`config.mk`:
```
export PLATFORM = sky130hd
export DESIGN_NAME = seq_logic_unit_flat
export DESIGN_NICKNAME = d
export VERILOG_FILES = /design/src/rtl/logic_unit_pkg.sv /design/src/rtl/seq_logic_unit_if.sv /design/src/rtl/logic_shift_step.sv /design/src/rtl/seq_logic_unit.sv /design/src/flat_wrapper.sv
export SDC_FILE = /design/constraint.sdc
export NUM_CORES = 1
export LEC_CHECK = 0
export ABC_AREA = 1
export CAP_MARGIN = 20
export CELL_PAD_IN_SITES_DETAIL_PLACEMENT = 1
export CELL_PAD_IN_SITES_GLOBAL_PLACEMENT = 2
export CORE_UTILIZATION = 31
export DETAILED_ROUTE_END_ITERATION = 12
export PLACE_DENSITY_LB_ADDON = 0.1
export SLEW_MARGIN = 20
export SYNTH_ARGS = -nofsm -noshare
export SYNTH_HDL_FRONTEND = slang
export SYNTH_HIERARCHICAL = 1
export SYNTH_SLANG_ARGS = --single-unit
```
`constraint.sdc`:
```
create_clock -name i_Clk -period 1.9 [get_ports i_Clk]
set_input_delay 0.38 -clock i_Clk [delete_from_list [all_inputs] [get_ports i_Clk]]
set_output_delay 0.38 -clock i_Clk [all_outputs]
set_load 0.02 [all_outputs]
```
`src/rtl/logic_unit_pkg.sv`:
```
// Shared encodings for the sequential rotate/shift/bit unit: op classes,
// FSM states and flag bit positions.
package logic_unit_pkg;

    // i_Opcode[2:0] shift/rotate selectors when i_Opcode[4:3] == 2'b00
    localparam logic [2:0] SH_RLC  = 3'd0;
    localparam logic [2:0] SH_RRC  = 3'd1;
    localparam logic [2:0] SH_RL   = 3'd2;
    localparam logic [2:0] SH_RR   = 3'd3;
    localparam logic [2:0] SH_SLA  = 3'd4;
    localparam logic [2:0] SH_SRA  = 3'd5;
    localparam logic [2:0] SH_SWAP = 3'd6;
    localparam logic [2:0] SH_SRL  = 3'd7;

    // i_Opcode[4:3] classes; RES/SET share bit 4, bit 3 picks the value
    localparam logic [1:0] CL_SHIFT = 2'b00;
    localparam logic [1:0] CL_BIT   = 2'b01;
    localparam logic [1:0] CL_RES   = 2'b10;
    localparam logic [1:0] CL_SET   = 2'b11;

    typedef logic [1:0] state_t;
    localparam state_t ST_IDLE = 2'd0;
    localparam state_t ST_EXEC = 2'd1;
    localparam state_t ST_DONE = 2'd2;

    localparam int FLAG_Z = 3;
    localparam int FLAG_N = 2;
    localparam int FLAG_H = 1;
    localparam int FLAG_C = 0;

    // Multi-step ops: every shift/rotate except SWAP
    function automatic logic is_multi_step(input logic [4:0] op);
        return (op[4:3] == CL_SHIFT) && (op[2:0] != SH_SWAP);
    endfunction

endpackage

```
`src/rtl/seq_logic_unit_if.sv`:
```
// Request/result bundle for seq_logic_unit; master drives requests and
// takes results, slave is the unit itself.
interface seq_logic_unit_if #(
    parameter int WIDTH = 8,
    parameter int CNT_W = 3
);
    localparam int IDX_W = $clog2(WIDTH);

    logic             i_Valid;
    logic             o_Ready;
    logic [WIDTH-1:0] i_A;
    logic [3:0]       i_F;
    logic [4:0]       i_Opcode;
    logic [IDX_W-1:0] i_Index;
    logic [CNT_W-1:0] i_Count;
    logic             i_Disable_Z;
    logic             i_Abort;
    logic             o_Valid;
    logic             i_Ready;
    logic [WIDTH-1:0] o_A;
    logic [3:0]       o_F;

    modport master (
        output i_Valid, i_A, i_F, i_Opcode, i_Index, i_Count, i_Disable_Z,
               i_Abort, i_Ready,
        input  o_Ready, o_Valid, o_A, o_F
    );

    modport slave (
        input  i_Valid, i_A, i_F, i_Opcode, i_Index, i_Count, i_Disable_Z,
               i_Abort, i_Ready,
        output o_Ready, o_Valid, o_A, o_F
    );
endinterface

```
`src/rtl/logic_shift_step.sv`:
```
// One-bit rotate/shift step: value and carry in, value and carry out.
// SWAP is included so the chain is total over all 3-bit selectors.
module logic_shift_step
    import logic_unit_pkg::*;
#(
    parameter int WIDTH = 8
) (
    input  logic [2:0]       op,
    input  logic [WIDTH-1:0] val_in,
    input  logic             c_in,
    output logic [WIDTH-1:0] val_out,
    output logic             c_out
);
    localparam int HALF = WIDTH / 2;

    always_comb begin
        val_out = val_in;
        c_out   = 1'b0;
        case (op)
            SH_RLC:  begin val_out = {val_in[WIDTH-2:0], val_in[WIDTH-1]}; c_out = val_in[WIDTH-1]; end
            SH_RRC:  begin val_out = {val_in[0], val_in[WIDTH-1:1]};       c_out = val_in[0];       end
            SH_RL:   begin val_out = {val_in[WIDTH-2:0], c_in};            c_out = val_in[WIDTH-1]; end
            SH_RR:   begin val_out = {c_in, val_in[WIDTH-1:1]};            c_out = val_in[0];       end
            SH_SLA:  begin val_out = {val_in[WIDTH-2:0], 1'b0};            c_out = val_in[WIDTH-1]; end
            SH_SRA:  begin val_out = {val_in[WIDTH-1], val_in[WIDTH-1:1]}; c_out = val_in[0];       end
            SH_SWAP: begin val_out = {val_in[HALF-1:0], val_in[WIDTH-1:HALF]}; end
            SH_SRL:  begin val_out = {1'b0, val_in[WIDTH-1:1]};            c_out = val_in[0];       end
            default: begin val_out = val_in; c_out = 1'b0; end
        endcase
    end
endmodule

```
`src/rtl/seq_logic_unit.sv`:
```
// Sequential CB-style rotate/shift/BIT/RES/SET unit with valid/ready result.
// LOGIC_UNIT_BARREL_EN: chains all shift steps so every op takes one EXEC cycle.
module seq_logic_unit
    import logic_unit_pkg::*;
#(
    parameter int WIDTH = 8,
    parameter int CNT_W = 3
) (
    input logic              i_Clk,
    input logic              i_Reset,
    seq_logic_unit_if.slave  bus
);
    localparam int IDX_W = $clog2(WIDTH);
    localparam int HALF  = WIDTH / 2;

    state_t           state;
    logic [WIDTH-1:0] w_a;
    logic             w_c;
    logic [3:0]       f_q;
    logic [4:0]       op_q;
    logic [IDX_W-1:0] idx_q;
    logic [CNT_W-1:0] rem;
    logic             dz_q;
    logic [WIDTH-1:0] out_a, del_a;
    logic [3:0]       out_f, del_f;

    logic [WIDTH-1:0] stp_a;
    logic             stp_c;
    logic             last_step;
    logic [WIDTH-1:0] res_a;
    logic [3:0]       res_f;
    logic [WIDTH-1:0] swp;

`ifdef LOGIC_UNIT_BARREL_EN
    localparam int MAXN = (1 << CNT_W) - 1;
    logic [MAXN:0][WIDTH-1:0] ch_a;
    logic [MAXN:0]            ch_c;

    assign ch_a[0] = w_a;
    assign ch_c[0] = w_c;
    for (genvar k = 0; k < MAXN; k++) begin : g_chain
        logic_shift_step #(.WIDTH(WIDTH)) u_step (
            .op      (op_q[2:0]),
            .val_in  (ch_a[k]),
            .c_in    (ch_c[k]),
            .val_out (ch_a[k+1]),
            .c_out   (ch_c[k+1])
        );
    end
    // rem holds max(count,1) and is never decremented in this mode
    assign stp_a     = ch_a[rem];
    assign stp_c     = ch_c[rem];
    assign last_step = 1'b1;
`else
    logic_shift_step #(.WIDTH(WIDTH)) u_step (
        .op      (op_q[2:0]),
        .val_in  (w_a),
        .c_in    (w_c),
        .val_out (stp_a),
        .c_out   (stp_c)
    );
    assign last_step = !is_multi_step(op_q) || (rem == CNT_W'(1));
`endif

    assign swp = {w_a[HALF-1:0], w_a[WIDTH-1:HALF]};

    always_comb begin
        res_a         = stp_a;
        res_f         = '0;
        res_f[FLAG_Z] = (stp_a == '0) && !dz_q;
        res_f[FLAG_C] = stp_c;
        if (op_q[4]) begin
            res_a        = w_a;
            res_a[idx_q] = op_q[3];
            res_f        = f_q;
        end else if (op_q[4:3] == CL_BIT) begin
            res_a         = w_a;
            res_f         = '0;
            res_f[FLAG_Z] = !w_a[idx_q];
            res_f[FLAG_H] = 1'b1;
            res_f[FLAG_C] = f_q[FLAG_C];
        end else if (op_q[2:0] == SH_SWAP) begin
            res_a         = swp;
            res_f         = '0;
            res_f[FLAG_Z] = (swp == '0);
        end
    end

    always_ff @(posedge i_Clk or posedge i_Reset) begin
        if (i_Reset) begin
            state <= ST_IDLE;
            w_a   <= '0;
            w_c   <= 1'b0;
            f_q   <= '0;
            op_q  <= '0;
            idx_q <= '0;
            rem   <= '0;
            dz_q  <= 1'b0;
            out_a <= '0;
            out_f <= '0;
            del_a <= '0;
            del_f <= '0;
        end else begin
            case (state)
                ST_IDLE: begin
                    if (bus.i_Valid && !bus.i_Abort) begin
                        w_a   <= bus.i_A;
                        w_c   <= bus.i_F[FLAG_C];
                        f_q   <= bus.i_F;
                        op_q  <= bus.i_Opcode;
                        idx_q <= bus.i_Index;
                        rem   <= (bus.i_Count == '0) ? CNT_W'(1) : bus.i_Count;
                        dz_q  <= bus.i_Disable_Z;
                        state <= ST_EXEC;
                    end
                end
                ST_EXEC: begin
                    if (bus.i_Abort) begin
                        rem   <= '0;
                        state <= ST_IDLE;
                    end else if (last_step) begin
                        out_a <= res_a;
                        out_f <= res_f;
                        rem   <= '0;
                        state <= ST_DONE;
                    end else begin
                        w_a <= stp_a;
                        w_c <= stp_c;
                        rem <= rem - CNT_W'(1);
                    end
                end
                ST_DONE: begin
                    // abort withdraws the pending result, so fall back to the last one taken
                    if (bus.i_Abort) begin
                        out_a <= del_a;
                        out_f <= del_f;
                        state <= ST_IDLE;
                    end else if (bus.i_Ready) begin
                        del_a <= out_a;
                        del_f <= out_f;
                        state <= ST_IDLE;
                    end
                end
                default: state <= ST_IDLE;
            endcase
        end
    end

    assign bus.o_Ready = (state == ST_IDLE);
    assign bus.o_Valid = (state == ST_DONE);
    assign bus.o_A     = out_a;
    assign bus.o_F     = out_f;

endmodule

```
`src/flat_wrapper.sv`:
```
// flat-port wrapper written by rule: the top's interface ports become plain ports
module seq_logic_unit_flat import logic_unit_pkg::*;
#(
    parameter int WIDTH = 8,
    parameter int CNT_W = 3
)
  (i_Clk, i_Reset, bus_i_Valid, bus_i_A, bus_i_F, bus_i_Opcode, bus_i_Index, bus_i_Count, bus_i_Disable_Z, bus_i_Abort, bus_i_Ready, bus_o_Ready, bus_o_Valid, bus_o_A, bus_o_F);
  seq_logic_unit_if #(.WIDTH(WIDTH), .CNT_W(CNT_W)) bus_i ();
  input logic i_Clk;
  input logic i_Reset;
  input wire logic [$bits(bus_i.i_Valid)-1:0] bus_i_Valid;
  input wire logic [$bits(bus_i.i_A)-1:0] bus_i_A;
  input wire logic [$bits(bus_i.i_F)-1:0] bus_i_F;
  input wire logic [$bits(bus_i.i_Opcode)-1:0] bus_i_Opcode;
  input wire logic [$bits(bus_i.i_Index)-1:0] bus_i_Index;
  input wire logic [$bits(bus_i.i_Count)-1:0] bus_i_Count;
  input wire logic [$bits(bus_i.i_Disable_Z)-1:0] bus_i_Disable_Z;
  input wire logic [$bits(bus_i.i_Abort)-1:0] bus_i_Abort;
  input wire logic [$bits(bus_i.i_Ready)-1:0] bus_i_Ready;
  output wire logic [$bits(bus_i.o_Ready)-1:0] bus_o_Ready;
  output wire logic [$bits(bus_i.o_Valid)-1:0] bus_o_Valid;
  output wire logic [$bits(bus_i.o_A)-1:0] bus_o_A;
  output wire logic [$bits(bus_i.o_F)-1:0] bus_o_F;
  assign bus_i.i_Valid = bus_i_Valid;
  assign bus_i.i_A = bus_i_A;
  assign bus_i.i_F = bus_i_F;
  assign bus_i.i_Opcode = bus_i_Opcode;
  assign bus_i.i_Index = bus_i_Index;
  assign bus_i.i_Count = bus_i_Count;
  assign bus_i.i_Disable_Z = bus_i_Disable_Z;
  assign bus_i.i_Abort = bus_i_Abort;
  assign bus_i.i_Ready = bus_i_Ready;
  assign bus_o_Ready = bus_i.o_Ready;
  assign bus_o_Valid = bus_i.o_Valid;
  assign bus_o_A = bus_i.o_A;
  assign bus_o_F = bus_i.o_F;
  seq_logic_unit #(.WIDTH(WIDTH), .CNT_W(CNT_W)) u_core (.i_Clk(i_Clk), .i_Reset(i_Reset), .bus(bus_i));
endmodule
```
==> images/layer_met2.png <==
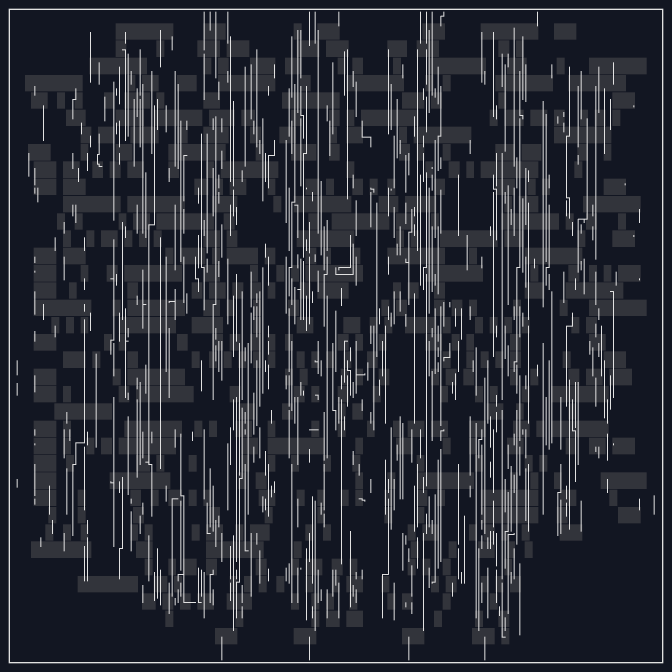
wire length on this layer: 4,310 microns
longest straight run: 38.8 microns
nets with wire on the layer: 419

==> images/placement.png <==
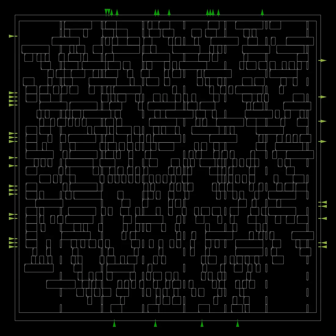
flop share of the area: 33.36%
Tap Cells: 133
Flops: 51
Final Core Density: 39.26%

==> Changelog: implementation <==
### Physical design

* Die height at ~100 microns
* Combinational gate power at 0.00259 W
* Status: completed
* Max-area cell class: logic gates
* Gpl congestion at 0.8202
* Buffers & Inverters on Critical Path at 2
* Commonest flop: dfrtp_1
* TritonCTS clock tree: done
* Clk root buf: clkbuf_8
* Pwr top: combinational logic
* Sequential power share at 38.4%
* Sw power at 0.002476 W
* Switching share of power at 47.02%
* Reg2reg path depth at 6
* Largest net degree at the start of global routing at 52
* Yosys cell count at 433
* Non-clock buffering overhead at ~15%
* Grt total ovfl at 0
* Top logic family: simple AND/OR/NAND/NOR gates
* Critical Path Fanout Max at 20
* Period utilization at 92.90%
* CP endpoint: u_core/bus.o_F[1]
* Worst rel slew slack at ~45%
* Largest stage delay on the critical path at slightly above 0.6 ns
* CP max-delay cell: inv_1
* Combinational Gates at around 320
* DRT iter0 DRCs at between 100 and 150
* Clock Latency Late Sink at around 0.30 ns
* Tmin final at around 1.8 ns
* Most frequent logic cell in the layout: nand2_1
* FMAX at 566.5 MHz
* PortBufs at about 42
* Met1 global-route usage at a little over a quarter
* Most instantiated library cell after synthesis: nand2_1
* Leading area contributor after synthesis: dfrtp_1
* Crit path capture type: flip-flop
* Post-synth top cells: nand2_1 (138), dfrtp_1 (51), inv_1 (45)
* Initial DRT Pass Iterations at 4
* Yosys xor share at 0.2789%
* Top Layout Cells: nand2_1 (138), dfrtp_1 (48), inv_1 (44), clkdlybuf4s50_1 (40), nor2_1 (40)
* Inverters at 50
* Clk sinks at 51
* R2R Path Start: u_core/state[1]
* Post-Syn Nets at 464
* Synth warn at 6
* Asr flop ratio synth at 100.0%
* Final nets at around 510
* Pre-CTS setup slack at 0.02004 ns
* First-pass GRT wire length at 15,600 microns
* Synthesized area at around 0.0031 sq mm
* Post-Route WL at 9293 microns
* WL met2 at 4312 microns
* Count of hold-fix buffers inserted at cts at 0
* Final cell count without fillers at between 600 and 700
* Vias per cell at 4.805
* Number of flops mapped to enable cells by yosys at 0
Power and IR drop assume default switching activity.
